### src/rtl/de1_soc_qsys_trace_system_0_link_link_t2h_timing_if.sv
// Avalon-ST handshake bundle for the t2h timing adapter.
// Sink side (in_*) is ready-latency 0; source side (out_*) is ready-latency L.
interface de1_soc_qsys_trace_system_0_link_link_t2h_timing_if #(
   parameter int DATA_W = 8
);
   logic              in_valid;
   logic [DATA_W-1:0] in_data;
   logic              in_ready;
   logic              out_valid;
   logic [DATA_W-1:0] out_data;
   logic              out_ready;

   modport slave (
      input  in_valid,
      input  in_data,
      output in_ready,
      output out_valid,
      output out_data,
      input  out_ready
   );

   modport master (
      output in_valid,
      output in_data,
      input  in_ready,
      input  out_valid,
      input  out_data,
      output out_ready
   );
endinterface

### src/rtl/de1_soc_qsys_trace_system_0_link_link_t2h_timing.sv
// Avalon-ST timing adapter, target-to-host leg of the trace link.
// Ready-latency-0 sink feeds a ready-latency-L source through a small FIFO.
module de1_soc_qsys_trace_system_0_link_link_t2h_timing #(
   parameter int DATA_W            = 8,
   parameter int OUT_READY_LATENCY = 1,
   parameter int FIFO_DEPTH        = 4
) (
   input  logic                          clk,
   input  logic                          reset,
   de1_soc_qsys_trace_system_0_link_link_t2h_timing_if.slave bus,
   output logic [$clog2(FIFO_DEPTH):0]   fill_level
);
   localparam int AW = $clog2(FIFO_DEPTH);
   localparam int L  = OUT_READY_LATENCY;
   localparam int RW = (L == 0) ? 1 : L;
   localparam logic [AW:0] OCC_FULL = (AW + 1)'(FIFO_DEPTH);

   logic [DATA_W-1:0] mem_q [FIFO_DEPTH];
   logic [DATA_W-1:0] mem_d [FIFO_DEPTH];
   logic [AW-1:0]     wptr_q, wptr_d;
   logic [AW-1:0]     rptr_q, rptr_d;
   logic [AW:0]       occ_q, occ_d;
   logic [RW-1:0]     rdy_q, rdy_d;
   logic              eff_ready;
   logic              push;
   logic              pop;

   // With L=0 the host ready is used directly and rdy_q is dead.
   always_comb begin
      if (L == 0) eff_ready = bus.out_ready;
      else        eff_ready = rdy_q[RW-1];
   end

   assign bus.in_ready  = (occ_q != OCC_FULL) && !reset;
   assign bus.out_valid = eff_ready && (occ_q != '0) && !reset;
   assign bus.out_data  = mem_q[rptr_q];
   assign fill_level    = occ_q;

   assign push = bus.in_valid && bus.in_ready;
   assign pop  = bus.out_valid;

   always_comb begin
      mem_d  = mem_q;
      wptr_d = wptr_q;
      rptr_d = rptr_q;
      occ_d  = occ_q;
      rdy_d[0] = bus.out_ready;
      for (int i = 1; i < RW; i++) begin
         rdy_d[i] = rdy_q[i-1];
      end
      if (push) begin
         mem_d[wptr_q] = bus.in_data;
         wptr_d        = wptr_q + 1'b1;
      end
      if (pop) begin
         rptr_d = rptr_q + 1'b1;
      end
      if (push && !pop) begin
         occ_d = occ_q + 1'b1;
      end else if (pop && !push) begin
         occ_d = occ_q - 1'b1;
      end
   end

   always_ff @(posedge clk) begin
      if (reset) begin
         wptr_q <= '0;
         rptr_q <= '0;
         occ_q  <= '0;
         rdy_q  <= '0;
      end else begin
         wptr_q <= wptr_d;
         rptr_q <= rptr_d;
         occ_q  <= occ_d;
         rdy_q  <= rdy_d;
      end
   end

   // Storage is deliberately left out of reset.
   always_ff @(posedge clk) begin
      mem_q <= mem_d;
   end

   always_ff @(posedge clk) begin
      if (!reset) begin
         assert (!(push && occ_q == OCC_FULL));
         assert (!(pop && occ_q == '0));
      end
   end
endmodule

### src/flat_wrapper.sv
// flat-port wrapper written by rule: the top's interface ports become plain ports
module de1_soc_qsys_trace_system_0_link_link_t2h_timing_flat 
#(
   parameter int DATA_W            = 8,
   parameter int OUT_READY_LATENCY = 1,
   parameter int FIFO_DEPTH        = 4
)
  (clk, reset, fill_level, bus_in_valid, bus_in_data, bus_in_ready, bus_out_valid, bus_out_data, bus_out_ready);
  de1_soc_qsys_trace_system_0_link_link_t2h_timing_if #(.DATA_W(DATA_W)) bus_i ();
  input  logic clk;
  input  logic reset;
  output logic [$clog2(FIFO_DEPTH):0] fill_level;
  input wire logic [$bits(bus_i.in_valid)-1:0] bus_in_valid;
  input wire logic [$bits(bus_i.in_data)-1:0] bus_in_data;
  output wire logic [$bits(bus_i.in_ready)-1:0] bus_in_ready;
  output wire logic [$bits(bus_i.out_valid)-1:0] bus_out_valid;
  output wire logic [$bits(bus_i.out_data)-1:0] bus_out_data;
  input wire logic [$bits(bus_i.out_ready)-1:0] bus_out_ready;
  assign bus_i.in_valid = bus_in_valid;
  assign bus_i.in_data = bus_in_data;
  assign bus_in_ready = bus_i.in_ready;
  assign bus_out_valid = bus_i.out_valid;
  assign bus_out_data = bus_i.out_data;
  assign bus_i.out_ready = bus_out_ready;
  de1_soc_qsys_trace_system_0_link_link_t2h_timing #(.DATA_W(DATA_W), .OUT_READY_LATENCY(OUT_READY_LATENCY), .FIFO_DEPTH(FIFO_DEPTH)) u_core (.clk(clk), .reset(reset), .bus(bus_i), .fill_level(fill_level));
endmodule
### config.mk
export PLATFORM = sky130hd
export DESIGN_NAME = de1_soc_qsys_trace_system_0_link_link_t2h_timing_flat
export DESIGN_NICKNAME = d
export VERILOG_FILES = /design/src/rtl/de1_soc_qsys_trace_system_0_link_link_t2h_timing_if.sv /design/src/rtl/de1_soc_qsys_trace_system_0_link_link_t2h_timing.sv /design/src/flat_wrapper.sv
export SDC_FILE = /design/constraint.sdc
export NUM_CORES = 1
export LEC_CHECK = 0
export ABC_AREA = 1
export CAP_MARGIN = 20
export CORE_MARGIN = 5
export CORE_UTILIZATION = 43
export CTS_BUF_LIST = sky130_fd_sc_hd__clkbuf_2
export DETAILED_ROUTE_END_ITERATION = 10
export GPL_ROUTABILITY_DRIVEN = 0
export GPL_TIMING_DRIVEN = 0
export PLACE_DENSITY = 0.66
export SYNTH_ARGS = -nofsm -noshare
export SYNTH_HDL_FRONTEND = slang
export SYNTH_SLANG_ARGS = --single-unit
### constraint.sdc
create_clock -name clk -period 2.1 [get_ports clk]
set_clock_uncertainty 0.05 [all_clocks]
set_input_delay 0.525 -clock clk [delete_from_list [all_inputs] [get_ports clk]]
set_output_delay 0.525 -clock clk [all_outputs]
set_load 0.03 [all_outputs]
==> run_1/layers.png <==
(4 px per um)
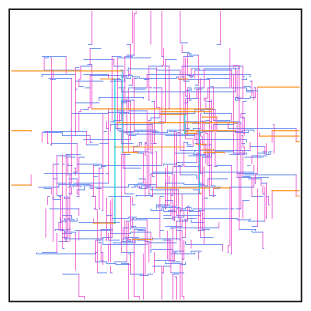
[cyan] M4 | wire length: 76.8 um
[blue] M1 | wire length: 1430 um
[magenta] M2 | wire length: 1840 um
[orange] M3 | wire length: 236 um
WL final: 3.58 mm
WL/cell: 15.4 um
gr usage total: 0.143
via count: 1198

==> run_1/ff_map.png <==
(4 px per um) Other sequential cells in the stronger grey, the rest of the logic in the fainter grey.
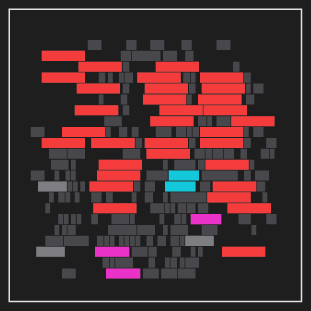
[cyan] u_core.rptr_q | placed flops: 2
[magenta] u_core.fill_level | placed flops: 3
[red] u_core.mem_q | placed flops: 32

==> summary.txt, run 1 <==
flow finished, numbers: CP endpoint kind=primary output, post-synth cell types=21, leak pwr=0.875 nW, Worst IR Drop VDD=346 uV, dominant logic cell type in the layout=edfxtp_1, clock share of power=0.206, cell area power density=728 mW/mm^2, fin nets=202, chip width=72.7 um, FP Core Util=0.451, status=complete, no violations, clock root buffer master=clkbuf_2, core region area=0.00374 mm^2, hold slack=391 ps, Fmax=485 MHz, Post-Syn Area per Cell=11.6 um^2, initial drt markers=77, Post-DP Area=0.00200 mm^2, DRC viols=0, most frequent cells in the layout=32 x edfxtp_1, 25 x nor2_1, 16 x o21ai_0, first-pass GRT wire length=5.56 mm, yosys cell count=146, Worst slew margin=0.446, FA/HA/MAJ Cells, Area Fraction=0.0489, Die Ht=72.7 um, Latency at later pin=370 ps, Setup CP Type=flip-flop to primary output, Flop pwr share=0.574, clock sinks=40, met3 wire len=235 um, Worst Path Required=1520 ps, ant diodes=0, fillers=333, yosys warning tally=0, register share after synthesis=0.664
==> run_1/congestion_map.png <==
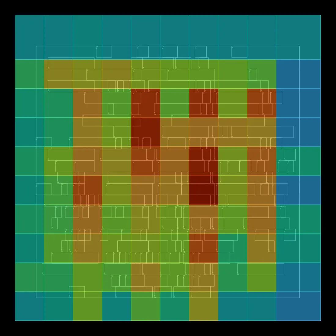
GRT Max-Usage Layer: met2
routing usage on met1: 0.164
met2 GRT Util: 0.253
post-layout util: 0.584

[run 1: final timing paths]
check,slack (ps),start,end,cells after the start
min reg2reg,450,u_core.fill_level[0]$_SDFFE_PP0P_,u_core.fill_level[0]$_SDFFE_PP0P_,1
max,40,u_core.rptr_q[0]$_SDFFE_PP0P_,bus_out_data[3],6
min,390,reset,u_core.eff_ready$_SDFF_PP0_,2
max reg2reg,180,u_core.fill_level[0]$_SDFFE_PP0P_,u_core.fill_level[2]$_SDFFE_PP0P_,14
[run 1: metal layers]
metal  global-route usage  vias up
met5                    0        -
met2                0.253       44
met3               0.0303        9
li1                     -      576
met1                0.164      569
met4               0.0676        0
[run 1: synthesized netlist by cell type]
master,count,area (um^2)
nand3_2,1,10.0
a21oi_1,3,15.0
ha_1,5,62.6
nor2_2,1,6.26
nand2_2,2,12.5
o21ai_0,16,80.1
nand3_4,1,17.5
inv_2,3,11.3
buf_6,3,33.8
nor2_1,28,105
o21ai_1,2,10.0
fa_1,1,20.0
nand2_1,12,45.0
dfxtp_1,8,160
o22ai_1,8,50.1
inv_6,1,8.76
buf_2,1,5.00
inv_1,14,52.6
nand3_1,2,10.0
edfxtp_1,32,961
nand4_1,2,12.5
[run 1: through the flow]
step                setup TNS [ps]  utilization  power [mW]  worst slack (ps)  instances
floorplan                        0            -        1.12              8.34        146
global placement            -11700        0.533        1.23              -385        218
detailed placement          -13460        0.533        1.24              -461        218
CTS                              0        0.554        1.57             0.796        229
global route                  -292        0.584        1.67             -61.0        233
finish                           0        0.584        1.59              37.0        233
[run 1: registers in the layout, summed over array words and instances, names as in the netlist]
signal and flops:
u_core.eff_ready 1, u_core.fill_level 3, u_core.mem_q 32, u_core.rptr_q 2, u_core.wptr_q 2
[run 1: power by group through the flow]
stage	Clock (mW)	Sequential (mW)	Combinational (mW)
finish	0.327	0.914	0.350
global route	0.375	0.919	0.380
CTS	0.334	0.911	0.319
detailed placement	0	0.928	0.317
global placement	0	0.926	0.303
floorplan	0	0.940	0.175
[run 1: cells by family after synthesis]
| logic type | count (synthesis) |
|---|---|
| fa+ha+maj | 6 |
| compound gates | 29 |
| flops | 40 |
| buf+inv | 22 |
| simple gates | 49 |
[run 1: final cells by class]
class	count	area (um^2)	area share
inverter	18	81.3	0.0372
sequential	40	1130	0.518
buffer	4	61.3	0.0281
tap	48	60.1	0.0275
timing repair inverter	1	7.51	0.00344
timing repair buffer	30	310	0.142
clock buffer	5	25.0	0.0115
clock inverter	3	18.8	0.00859
multi-input combinational	84	488	0.223
[run 1: worst register-to-register path: cells and delay by family (launching register included)]
family / cells / cell delay, ps
buf+inv: 3 / 190
fa+ha+maj: 2 / 530
simple gates: 9 / 660
flops: 1 / 410
[run 1: repair_timing]
item                                   4_1_cts  5_1_grt
pin swaps                                    3        4
setup buffers                                2        2
gates resized                               64       19
endpoints found under the hold margin        0        0
gates cloned                                 1        2
setup endpoints to repair                   11       15
## Run 2: what changed since run 1
SLEW_MARGIN = 20   (was default)
==> run_2/layers.png <==
(4 px per um)
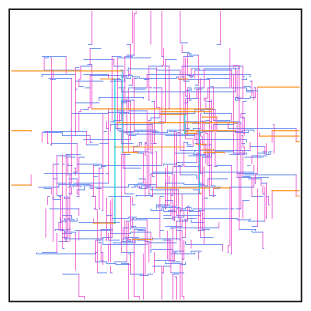
[blue] M1 | wire length: 1430 um
[magenta] M2 | wire length: 1840 um
[orange] M3 | wire length: 236 um
[cyan] M4 | wire length: 76.8 um

==> run 2 against run 1 <==
- synthesized cell count stayed put
- largest power group unchanged
- sequential share of layout area did not move
- cell area did not move
- area after synthesis did not move
- clock power barely moved
- setup slack stayed put
==> summary.txt, run 2 <==
flow finished, numbers: status=complete, no violations, total power=1.59 mW, Fmax=485 MHz, Reg with most FFs=u_core.mem_q, register share after synthesis=0.664, Synth area leaders=edfxtp_1 57%, dfxtp_1 9.5%, nor2_1 6.2%, o21ai_0 4.7%, ha_1 3.7%, launching point of the worst reg2reg path=u_core.fill_level[0]$_SDFFE_PP0P_, Flop pwr share=0.574, most frequent cells in the layout=32 x edfxtp_1, 25 x nor2_1, 16 x o21ai_0, Final WS setup=37.0 ps, yosys warning tally=0, cell area power density=728 mW/mm^2, count leader, synth=edfxtp_1, clock sinks=40, Worst IR Drop VDD=346 uV, clock root buffer master=clkbuf_2, WL/cell=15.4 um, hold path cells=2, clock share of power=0.206, DRC viols=0, Worst R2R Path Depth=14, post-synth cell types=21, Post-Syn Area per Cell=11.6 um^2, WL final=3.58 mm, post-synth top area share=0.569, chip width=72.7 um, Synth async-reset ratio=0, RR Endpoint=u_core.fill_level[2]$_SDFFE_PP0P_, Critical path origin=u_core.rptr_q[0]$_SDFFE_PP0P_, Worst Path Required=1520 ps, dominant logic cell type in the layout=edfxtp_1, Commonest flop=edfxtp_1, pre-CTS setup slack=-461 ps, FP Core Util=0.451, CP endpoint kind=primary output, Worst slew margin=0.446, gr usage total=0.143, Post-DP Area=0.00200 mm^2, yosys cell count=146, leak pwr=0.875 nW, via count=1198, WHS Endpoint=u_core.eff_ready$_SDFF_PP0_, Setup TNS Final=0 ps, max-cap viol count=0, core region area=0.00374 mm^2, flip-flops with a built-in enable=32, max reg flops=32, fin nets=202
==> run 2: cell counts in the layout (fill, tap and decap cells not counted) <==
No cell type changed its count.
==> run 2: routing by layer <==
layer / GRT usage / vias to the layer above / share of wire
met5: 0 / - / 0
met2: 0.253 / 44 / 0.51
met3: 0.0303 / 9 / 0.066
met1: 0.164 / 569 / 0.40
met4: 0.0676 / 0 / 0.021
li1: - / 576 / -
==> run 2: logic make-up (layout without fill, tap and decap cells) <==
family | after synthesis | after routing | share of synthesized area
flip-flops | 40 | 40 | 0.664
AND/OR/NAND/NOR | 49 | 49 | 0.130
AND-OR/OR-AND | 29 | 29 | 0.0919
buffers and inverters | 22 | 61 | 0.0659
adder cells (fa/ha/maj) | 6 | 6 | 0.0489
==> run 2: power by group through the flow <==
stage / combinational [mW] / clock [mW] / sequential, mW
finish: 0.350 / 0.327 / 0.914
global route: 0.380 / 0.375 / 0.919
CTS: 0.319 / 0.334 / 0.911
detailed placement: 0.317 / 0 / 0.928
global placement: 0.303 / 0 / 0.926
floorplan: 0.175 / 0 / 0.940
==> run 2: worst max-delay path, delay by kind of cell, from the launching register on <==
| family | cells | cell delay (ps) |
|---|---|---|
| buffers and inverters | 4 | 530 |
| DFF | 1 | 360 |
| AOI/OAI and AO/OA | 1 | 180 |
| and+or+nand+nor | 1 | 30 |
==> run 2: area by class of cell <==
class	instances	area (um^2)
repair buffers	30	310
clock buffers	5	25.0
inverters	18	81.3
repair inverters	1	7.51
plain buffers	4	61.3
fillers	333	1560
well taps	48	60.1
multi-input cells	84	488
flip-flops and latches	40	1130
clock inverters	3	18.8
==> run 2: how the worst max path moves through the flow <==
| stage | cells past startpoint | endpoint | slack [ps] |
|---|---|---|---|
| 2_1_floorplan | 10 | u_core.fill_level[1]$_SDFFE_PP0P_ | 8 |
| 4_1_cts | 3 | bus_out_valid | 0.8 |
| 3_5_place_dp | 13 | u_core.fill_level[2]$_SDFFE_PP0P_ | -460 |
| 6_report | 6 | bus_out_data[3] | 40 |
| 5_1_grt | 6 | bus_out_data[3] | -60 |
| 3_3_place_gp | 13 | u_core.fill_level[2]$_SDFFE_PP0P_ | -390 |
==> run 2: timing repair <==
item                       4_1_cts  5_1_grt
cloned                           1        2
pin swaps                        3        4
resized                         64       19
setup endpoints to repair       11       15
setup buffers                    2        2
==> run 2: through the flow <==
stage	hold WS (ps)	cells
after floorplan	426	146
after global placement	419	218
after detailed placement	430	218
after CTS	454	229
after global routing	387	233
final	391	233
Power is estimated from default activity; no workload was simulated.
